--- src/rtl/wb_unit_if.sv ---
// wb_unit_if: bundles the pipeline result, late-result, register-file write
// and hazard-query signals of the write-back unit.
interface wb_unit_if #(
    parameter int DATA_W = 16,
    parameter int ADDR_W = 3
);
    logic              in_valid;
    logic              in_wen;
    logic [ADDR_W-1:0] in_dest;
    logic              in_mem_sel;
    logic [DATA_W-1:0] in_alu_data;
    logic [DATA_W-1:0] in_mem_data;
    logic              lr_valid;
    logic [ADDR_W-1:0] lr_dest;
    logic [DATA_W-1:0] lr_data;
    logic              lr_ready;
    logic              stall_req;
    logic              reg_write_en;
    logic [ADDR_W-1:0] reg_write_dest;
    logic [DATA_W-1:0] reg_write_data;
    logic [ADDR_W-1:0] wb_op_dest;
    logic [ADDR_W-1:0] haz_addr;
    logic              haz_pending;

    modport master (
        output in_valid, in_wen, in_dest, in_mem_sel, in_alu_data, in_mem_data,
        output lr_valid, lr_dest, lr_data, haz_addr,
        input  lr_ready, stall_req, reg_write_en, reg_write_dest, reg_write_data,
        input  wb_op_dest, haz_pending
    );

    modport slave (
        input  in_valid, in_wen, in_dest, in_mem_sel, in_alu_data, in_mem_data,
        input  lr_valid, lr_dest, lr_data, haz_addr,
        output lr_ready, stall_req, reg_write_en, reg_write_dest, reg_write_data,
        output wb_op_dest, haz_pending
    );
endinterface

--- src/rtl/wb_unit.sv ---
// wb_unit: merges in-order pipeline results and buffered late results onto a
// single registered register-file write port, with WAW squashing of stale
// late results and a hazard query over pending FIFO entries.
module wb_unit #(
    parameter int DATA_W = 16,
    parameter int ADDR_W = 3,
    parameter int DEPTH  = 4
) (
    input logic      clk,
    input logic      rst,
    wb_unit_if.slave bus
);
    localparam int PTR_W = $clog2(DEPTH);
    localparam int CNT_W = $clog2(DEPTH + 1);

    logic [PTR_W-1:0]  wr_ptr;
    logic [PTR_W-1:0]  rd_ptr;
    logic [CNT_W-1:0]  count;
    logic              fifo_valid [DEPTH];
    logic [ADDR_W-1:0] fifo_dest  [DEPTH];
    logic [DATA_W-1:0] fifo_data  [DEPTH];

    logic              full;
    logic              empty;
    logic              pipe_live;
    logic              enq;
    logic              enq_valid;
    logic              deq;
    logic [DATA_W-1:0] pipe_data;
    logic              haz_hit;

    logic              wen_q;
    logic [ADDR_W-1:0] wdest_q;
    logic [DATA_W-1:0] wdata_q;

    // Arbitration: a full FIFO forces a drain, else pipeline wins, else drain.
    always_comb begin
        full      = (count == CNT_W'(DEPTH));
        empty     = (count == '0);
        pipe_live = bus.in_valid & bus.in_wen & (bus.in_dest != '0) & ~full;
        enq       = bus.lr_valid & ~full & (bus.lr_dest != '0);
        // A same-cycle pipeline write to the same register makes the late result stale.
        enq_valid = ~(pipe_live && (bus.in_dest == bus.lr_dest));
        deq       = full | (~pipe_live & ~empty);
        pipe_data = bus.in_mem_sel ? bus.in_mem_data : bus.in_alu_data;
    end

    // Hazard query over valid FIFO entries only.
    always_comb begin
        haz_hit = 1'b0;
        for (int unsigned i = 0; i < DEPTH; i++) begin
            if (fifo_valid[i] && (fifo_dest[i] == bus.haz_addr)) begin
                haz_hit = 1'b1;
            end
        end
    end

    assign bus.lr_ready       = ~full;
    assign bus.stall_req      = full;
    assign bus.haz_pending    = haz_hit;
    assign bus.reg_write_en   = wen_q;
    assign bus.reg_write_dest = wdest_q;
    assign bus.reg_write_data = wdata_q;
    assign bus.wb_op_dest     = wen_q ? wdest_q : '0;

    // Late-result FIFO: squash, pop, push and occupancy tracking.
    always_ff @(posedge clk or posedge rst) begin
        if (rst) begin
            wr_ptr <= '0;
            rd_ptr <= '0;
            count  <= '0;
            for (int unsigned i = 0; i < DEPTH; i++) begin
                fifo_valid[i] <= 1'b0;
                fifo_dest[i]  <= '0;
                fifo_data[i]  <= '0;
            end
        end else begin
            // Squash first so a push in the same cycle sets its own valid bit.
            for (int unsigned i = 0; i < DEPTH; i++) begin
                if (pipe_live && (fifo_dest[i] == bus.in_dest)) begin
                    fifo_valid[i] <= 1'b0;
                end
            end
            if (deq) begin
                fifo_valid[rd_ptr] <= 1'b0;
                rd_ptr             <= rd_ptr + PTR_W'(1);
            end
            if (enq) begin
                fifo_valid[wr_ptr] <= enq_valid;
                fifo_dest[wr_ptr]  <= bus.lr_dest;
                fifo_data[wr_ptr]  <= bus.lr_data;
                wr_ptr             <= wr_ptr + PTR_W'(1);
            end
            count <= count + CNT_W'(enq) - CNT_W'(deq);
        end
    end

    // Registered write port; dest/data hold when no write is issued.
    always_ff @(posedge clk or posedge rst) begin
        if (rst) begin
            wen_q   <= 1'b0;
            wdest_q <= '0;
            wdata_q <= '0;
        end else if (pipe_live) begin
            wen_q   <= 1'b1;
            wdest_q <= bus.in_dest;
            wdata_q <= pipe_data;
        end else if (deq) begin
            wen_q <= fifo_valid[rd_ptr];
            if (fifo_valid[rd_ptr]) begin
                wdest_q <= fifo_dest[rd_ptr];
                wdata_q <= fifo_data[rd_ptr];
            end
        end else begin
            wen_q <= 1'b0;
        end
    end
endmodule

--- src/flat_wrapper.sv ---
// flat-port wrapper written by rule: the top's interface ports become plain ports
module wb_unit_flat 
#(
    parameter int DATA_W = 16,
    parameter int ADDR_W = 3,
    parameter int DEPTH  = 4
)
  (clk, rst, bus_in_valid, bus_in_wen, bus_in_dest, bus_in_mem_sel, bus_in_alu_data, bus_in_mem_data, bus_lr_valid, bus_lr_dest, bus_lr_data, bus_haz_addr, bus_lr_ready, bus_stall_req, bus_reg_write_en, bus_reg_write_dest, bus_reg_write_data, bus_wb_op_dest, bus_haz_pending);
  wb_unit_if #(.DATA_W(DATA_W), .ADDR_W(ADDR_W)) bus_i ();
  input logic clk;
  input logic rst;
  input wire logic [$bits(bus_i.in_valid)-1:0] bus_in_valid;
  input wire logic [$bits(bus_i.in_wen)-1:0] bus_in_wen;
  input wire logic [$bits(bus_i.in_dest)-1:0] bus_in_dest;
  input wire logic [$bits(bus_i.in_mem_sel)-1:0] bus_in_mem_sel;
  input wire logic [$bits(bus_i.in_alu_data)-1:0] bus_in_alu_data;
  input wire logic [$bits(bus_i.in_mem_data)-1:0] bus_in_mem_data;
  input wire logic [$bits(bus_i.lr_valid)-1:0] bus_lr_valid;
  input wire logic [$bits(bus_i.lr_dest)-1:0] bus_lr_dest;
  input wire logic [$bits(bus_i.lr_data)-1:0] bus_lr_data;
  input wire logic [$bits(bus_i.haz_addr)-1:0] bus_haz_addr;
  output wire logic [$bits(bus_i.lr_ready)-1:0] bus_lr_ready;
  output wire logic [$bits(bus_i.stall_req)-1:0] bus_stall_req;
  output wire logic [$bits(bus_i.reg_write_en)-1:0] bus_reg_write_en;
  output wire logic [$bits(bus_i.reg_write_dest)-1:0] bus_reg_write_dest;
  output wire logic [$bits(bus_i.reg_write_data)-1:0] bus_reg_write_data;
  output wire logic [$bits(bus_i.wb_op_dest)-1:0] bus_wb_op_dest;
  output wire logic [$bits(bus_i.haz_pending)-1:0] bus_haz_pending;
  assign bus_i.in_valid = bus_in_valid;
  assign bus_i.in_wen = bus_in_wen;
  assign bus_i.in_dest = bus_in_dest;
  assign bus_i.in_mem_sel = bus_in_mem_sel;
  assign bus_i.in_alu_data = bus_in_alu_data;
  assign bus_i.in_mem_data = bus_in_mem_data;
  assign bus_i.lr_valid = bus_lr_valid;
  assign bus_i.lr_dest = bus_lr_dest;
  assign bus_i.lr_data = bus_lr_data;
  assign bus_i.haz_addr = bus_haz_addr;
  assign bus_lr_ready = bus_i.lr_ready;
  assign bus_stall_req = bus_i.stall_req;
  assign bus_reg_write_en = bus_i.reg_write_en;
  assign bus_reg_write_dest = bus_i.reg_write_dest;
  assign bus_reg_write_data = bus_i.reg_write_data;
  assign bus_wb_op_dest = bus_i.wb_op_dest;
  assign bus_haz_pending = bus_i.haz_pending;
  wb_unit #(.DATA_W(DATA_W), .ADDR_W(ADDR_W), .DEPTH(DEPTH)) u_core (.clk(clk), .rst(rst), .bus(bus_i));
endmodule
--- config.mk ---
export PLATFORM = sky130hd
export DESIGN_NAME = wb_unit_flat
export DESIGN_NICKNAME = d
export VERILOG_FILES = /design/src/rtl/wb_unit_if.sv /design/src/rtl/wb_unit.sv /design/src/flat_wrapper.sv
export SDC_FILE = /design/constraint.sdc
export NUM_CORES = 1
export LEC_CHECK = 0
export CORE_ASPECT_RATIO = 0.8
export CORE_MARGIN = 3
export CORE_UTILIZATION = 54
export DETAILED_ROUTE_END_ITERATION = 8
export PLACE_DENSITY = 0.76
export SYNTH_ARGS = -nofsm -noshare
export SYNTH_HDL_FRONTEND = slang
export SYNTH_SLANG_ARGS = --single-unit
--- constraint.sdc ---
create_clock -name clk -period 4.18 [get_ports clk]
set_clock_uncertainty 0.15 [all_clocks]
set_input_delay 0.627 -clock clk [delete_from_list [all_inputs] [get_ports clk]]
set_output_delay 0.627 -clock clk [all_outputs]
set_load 0.005 [all_outputs]
==> summary.txt, run 1 <==
Status = completed
Comb power frac = 44.9%
Top Ports = 89
Crit-path cells = clkdlybuf4s50_1 -> or3_1 -> nand3_1 -> nand2_1 -> inv_1 -> ha_1 -> inv_1 -> ha_1 -> inv_1 -> fa_1 -> xnor2_1 -> xnor2_1
Hold-critical path endpoint = u_core.bus.reg_write_data[5]
Crit-path max FO = 8
Core ar. = 0.009809 mm^2
Tool warnings = 32
Postcts setup bufs = 0
Placed cell count = 634
Met2 wire len = 5781 um
Clock Sinks = 107
DRC Markers = 0
Initial DRC count = 276
Internal power = 3417 uW
M1 WL = 5948 um
Top pwr grp = combinational cells
Delay-heaviest family, CP = buffers and inverters
Crit path time final = 3122 ps
Met3 wire length = 890 um
Filler Cell Count = 706
Vias in the first global route = 3837
Worst setup EP type = flop
Average vias per placed instance = 5.766
Most numerous logic cell after layout = dfrtp_1
Fin. max-slew vios = 0
P_seq = 1930 uW
Leakage = 0.002844 uW
Maxcap violations = 0
Ys async rst share = 100.0%
Final total power = 5152 uW
Chip Area, Yosys = 0.005529 mm^2
Clock buffer depth = 2
Antenna Cells = 0
I/O Buffers = 88
# Cells Yosys = 433
Sequential fraction of design power = 37.6%
Final #Nets = 583
Launching point of the worst reg2reg path = u_core.count[1]
Worst Hold Class = flop to flop
Top Usage Layer GRT = met2
DP Area = 0.006472 mm^2
Mux area share = 25.05%
Post-synth cell types = 38
Flops after synth = 107
Met3 Resource Use GR = 6.694%
Cells after synthesis = 433
HP Start = u_core.bus.reg_write_data[5]
Psw = 1735 uW
And+or+nand+nor area frac = 8.848%
Critical path data arrival time = 3250 ps
Critical Path Stages = 12
WS Path Type = input port to flop
Main synth FF type = dfrtp_1
Gate Area = 0.002633 mm^2
Hold slack final = 325.4 ps
==> run 1: cell type report <==
| type | instances | area share (%) |
|---|---|---|
| clock inverters | 6 | 1.326 |
| clock buffers | 10 | 3.371 |
| flip-flops and latches | 107 | 39.43 |
| multi-input cells | 282 | 38.76 |
| inverters | 13 | 0.7553 |
| well taps | 136 | 2.506 |
| repair buffers | 96 | 13.85 |
==> run 1: tightest hold or removal path, cell delays in order, from the launching register on <==
cell,delay (ps)
dfrtp_1,340
nand2_1,50
o31ai_1,50
==> run 1: state kept, by name, summed over array words and instances, names as in the netlist, 2 cells and up <==
register,cells
u_core.fifo_data,64
u_core.bus.reg_write_data,16
u_core.fifo_dest,12
u_core.fifo_valid,4
u_core.bus.reg_write_dest,3
u_core.count,3
u_core.rd_ptr,2
u_core.wr_ptr,2
Run 1, routed clock nets over the placement:
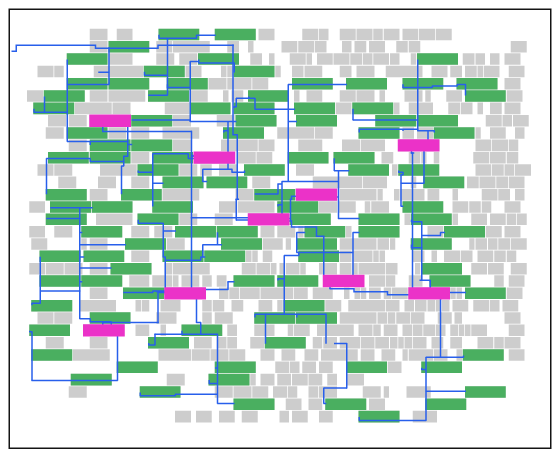
- flip-flops: green (count 107)
- clock-net drivers: magenta (count 9)
- clock wires: blue (length 1220 um)
- routed clock nets: 10
clk ins delay skew pair: 350 ps
clk pwr: 907 uW
Clk pwr share: 17.6%

Run 1, placed standard cells:
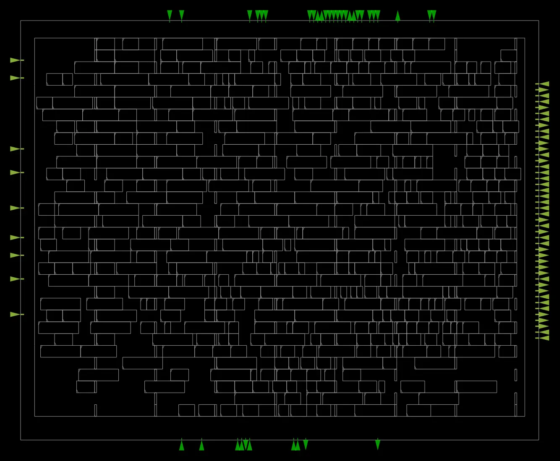
# rows: 32
Flops: 107
final core utilization: 69.23%
number of tapcells: 136

Run 1, signal wires on met4:
The bar under the picture is 20 um long. Supply wires on this layer in gray.
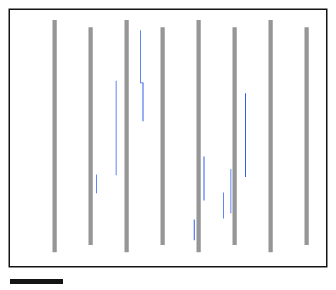
- share of all routed wire: 1.2%
- main direction: vertical
- wire length on this layer: 158 um
- longest straight run: 35.4 um
- nets with wire on the layer: 6
final WL: 12780 um
DR vias: 3748

Run 1, where the registers sit:
Other sequential cells in the stronger gray, the rest of the logic in the fainter gray.
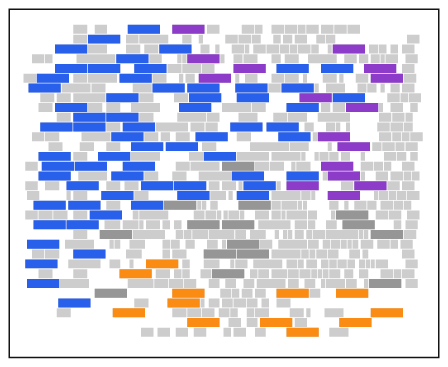

--- run 2 (diff from run 1) ---
==> constraint.sdc (replaced) <==
create_clock -name clk -period 3 [get_ports clk]
set_clock_uncertainty 0.15 [all_clocks]
set_input_delay 0.45 -clock clk [delete_from_list [all_inputs] [get_ports clk]]
set_output_delay 0.45 -clock clk [all_outputs]
set_load 0.005 [all_outputs]
Run 2, where the registers sit:
Other sequential cells in the stronger gray, the rest of the logic in the fainter gray.
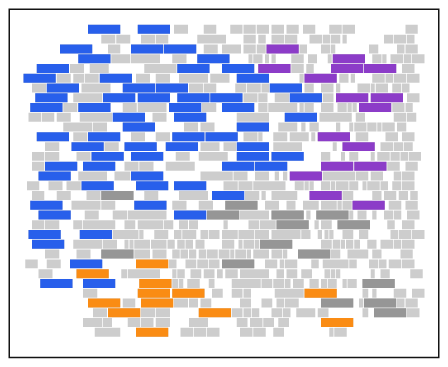
- u_core.bus.reg_write_data: purple (sequential cells 16)
- u_core.fifo_dest: orange (sequential cells 12)
- u_core.fifo_data: blue (sequential cells 64)
flop share of the area: 38.87%
register area: 0.002678 mm^2
P_seq: 2720 uW
final core utilization: 70.22%

Run 2, routed clock nets over the placement:
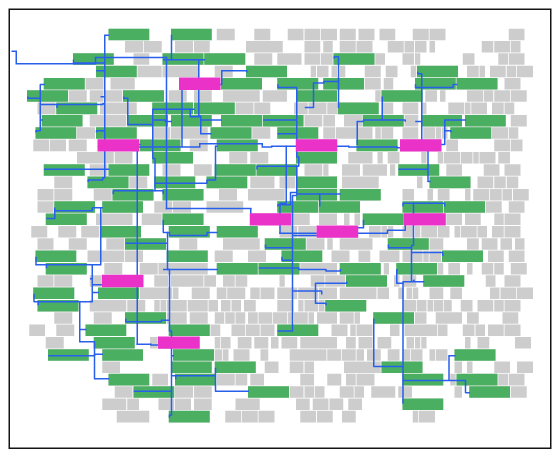
- clock wires: blue (length 1170 um)
- flip-flops: green (count 107)
- clock-net drivers: magenta (count 9)
- flops lie: spread over the die
Clk pwr share: 16.8%
clk pwr: 1210 uW

==> summary.txt, run 2 <==
Status = completed
Cells after synthesis = 433 (unchanged)
Average vias per placed instance = 5.665 (-1.8%)
Internal power = 4742 uW (+39%)
Worst setup EP type = flop
DP Area = 0.006579 mm^2 (+1.6%)
Max reg flops = 64 (unchanged)
I/O Buffers = 88 (unchanged)
Psw = 2447 uW (+41%)
Crit-path cells = clkdlybuf4s50_1 -> or3_1 -> nand3_1 -> nand2_1 -> inv_1 -> ha_1 -> inv_1 -> ha_1 -> inv_1 -> fa_1 -> xnor2_1 -> xnor2_1
Final #Nets = 592 (+1.5%)
Filler Cell Count = 712 (+0.85%)
And+or+nand+nor area frac = 8.848% (unchanged)
M1 WL = 6075 um (+2.1%)
Leakage = 0.002892 uW (+1.7%)
Flops after synth = 107 (unchanged)
DRC Markers = 0 (unchanged)
Critical path data arrival time = 2820 ps (-430 ps)
Fin. max-slew vios = 0 (unchanged)
Mux area share = 25.05% (unchanged)
Sequential fraction of design power = 37.8% (+0.2 points)
Post-synth cell types = 38 (unchanged)
Ys async rst share = 100.0% (unchanged)
Met2 wire len = 5752 um (-0.50%)
Placed cell count = 643 (+1.4%)
Chip Area, Yosys = 0.005529 mm^2 (unchanged)
WS Path Type = input port to flop
Met3 Resource Use GR = 5.355% (-1.3 points)
Critical Path Stages = 12 (unchanged)
Final WL = 12750 um (-0.25%)
Top Usage Layer GRT = met2
DR vias = 3733 (-0.40%)
Final total power = 7189 uW (+40%)
# Cells Yosys = 433 (unchanged)
Met3 wire length = 832 um (-6.5%)
HP Start = u_core.bus.reg_write_data[4]
Clock buffer depth = 2 (unchanged)
Crit path time final = 2706 ps
Comb power frac = 45.4% (+0.5 points)
Initial DRC count = 267 (-3.3%)
Antenna Cells = 0 (unchanged)
Hold slack final = 327.4 ps (+1.962 ps)
Largest Register = u_core.fifo_data
Run 2, cells by drive strength:
The bar under the picture is 20 um long.
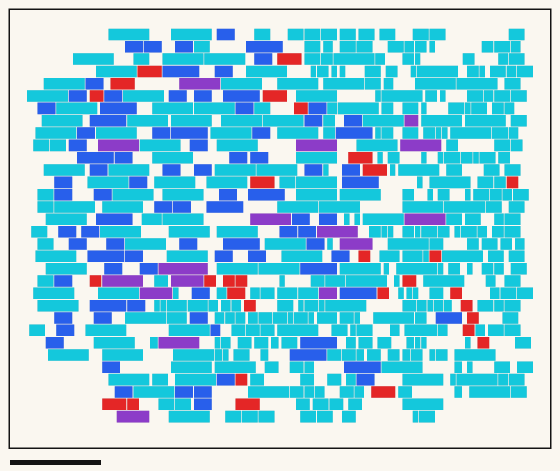
- x6 and larger: purple (cells 16; share 3.1%; most used clkbuf_16)
- x1 and smaller: cyan (cells 388; share 74%; most used dfrtp_1)
- x2: blue (cells 89; share 17%; most used mux2_2)
- x3 and x4: red (cells 30; share 5.7%; most used buf_4)
Syn-to-layout area delta: 24.58%
Final Worst Setup Slack: 294.3 ps

[run 2: path summary, 6_finish.rpt]
| check | to |
|---|---|
| worst max-delay path | u_core.count[2] |
| worst min-delay path | u_core.bus.reg_write_data[4] |
| worst max register to register | u_core.count[2] |
| worst min register to register | u_core.bus.reg_write_data[4] |
| max in group asynchronous | u_core.bus.reg_write_data[7] |
| min in group asynchronous | u_core.fifo_dest[10] |
[run 2: layout make-up]
type                    count  area (um^2)  share of cell area, %
clock buffers               9        225.2                  3.270
clock inverters             7        83.83                  1.217
inverters                  13        52.55                 0.7629
multi-input cells         282         2633                  38.22
flip-flops and latches    107         2678                  38.87
well taps                 136        170.2                  2.470
repair buffers            105         1046                  15.19
Power and IR drop assume default switching activity.
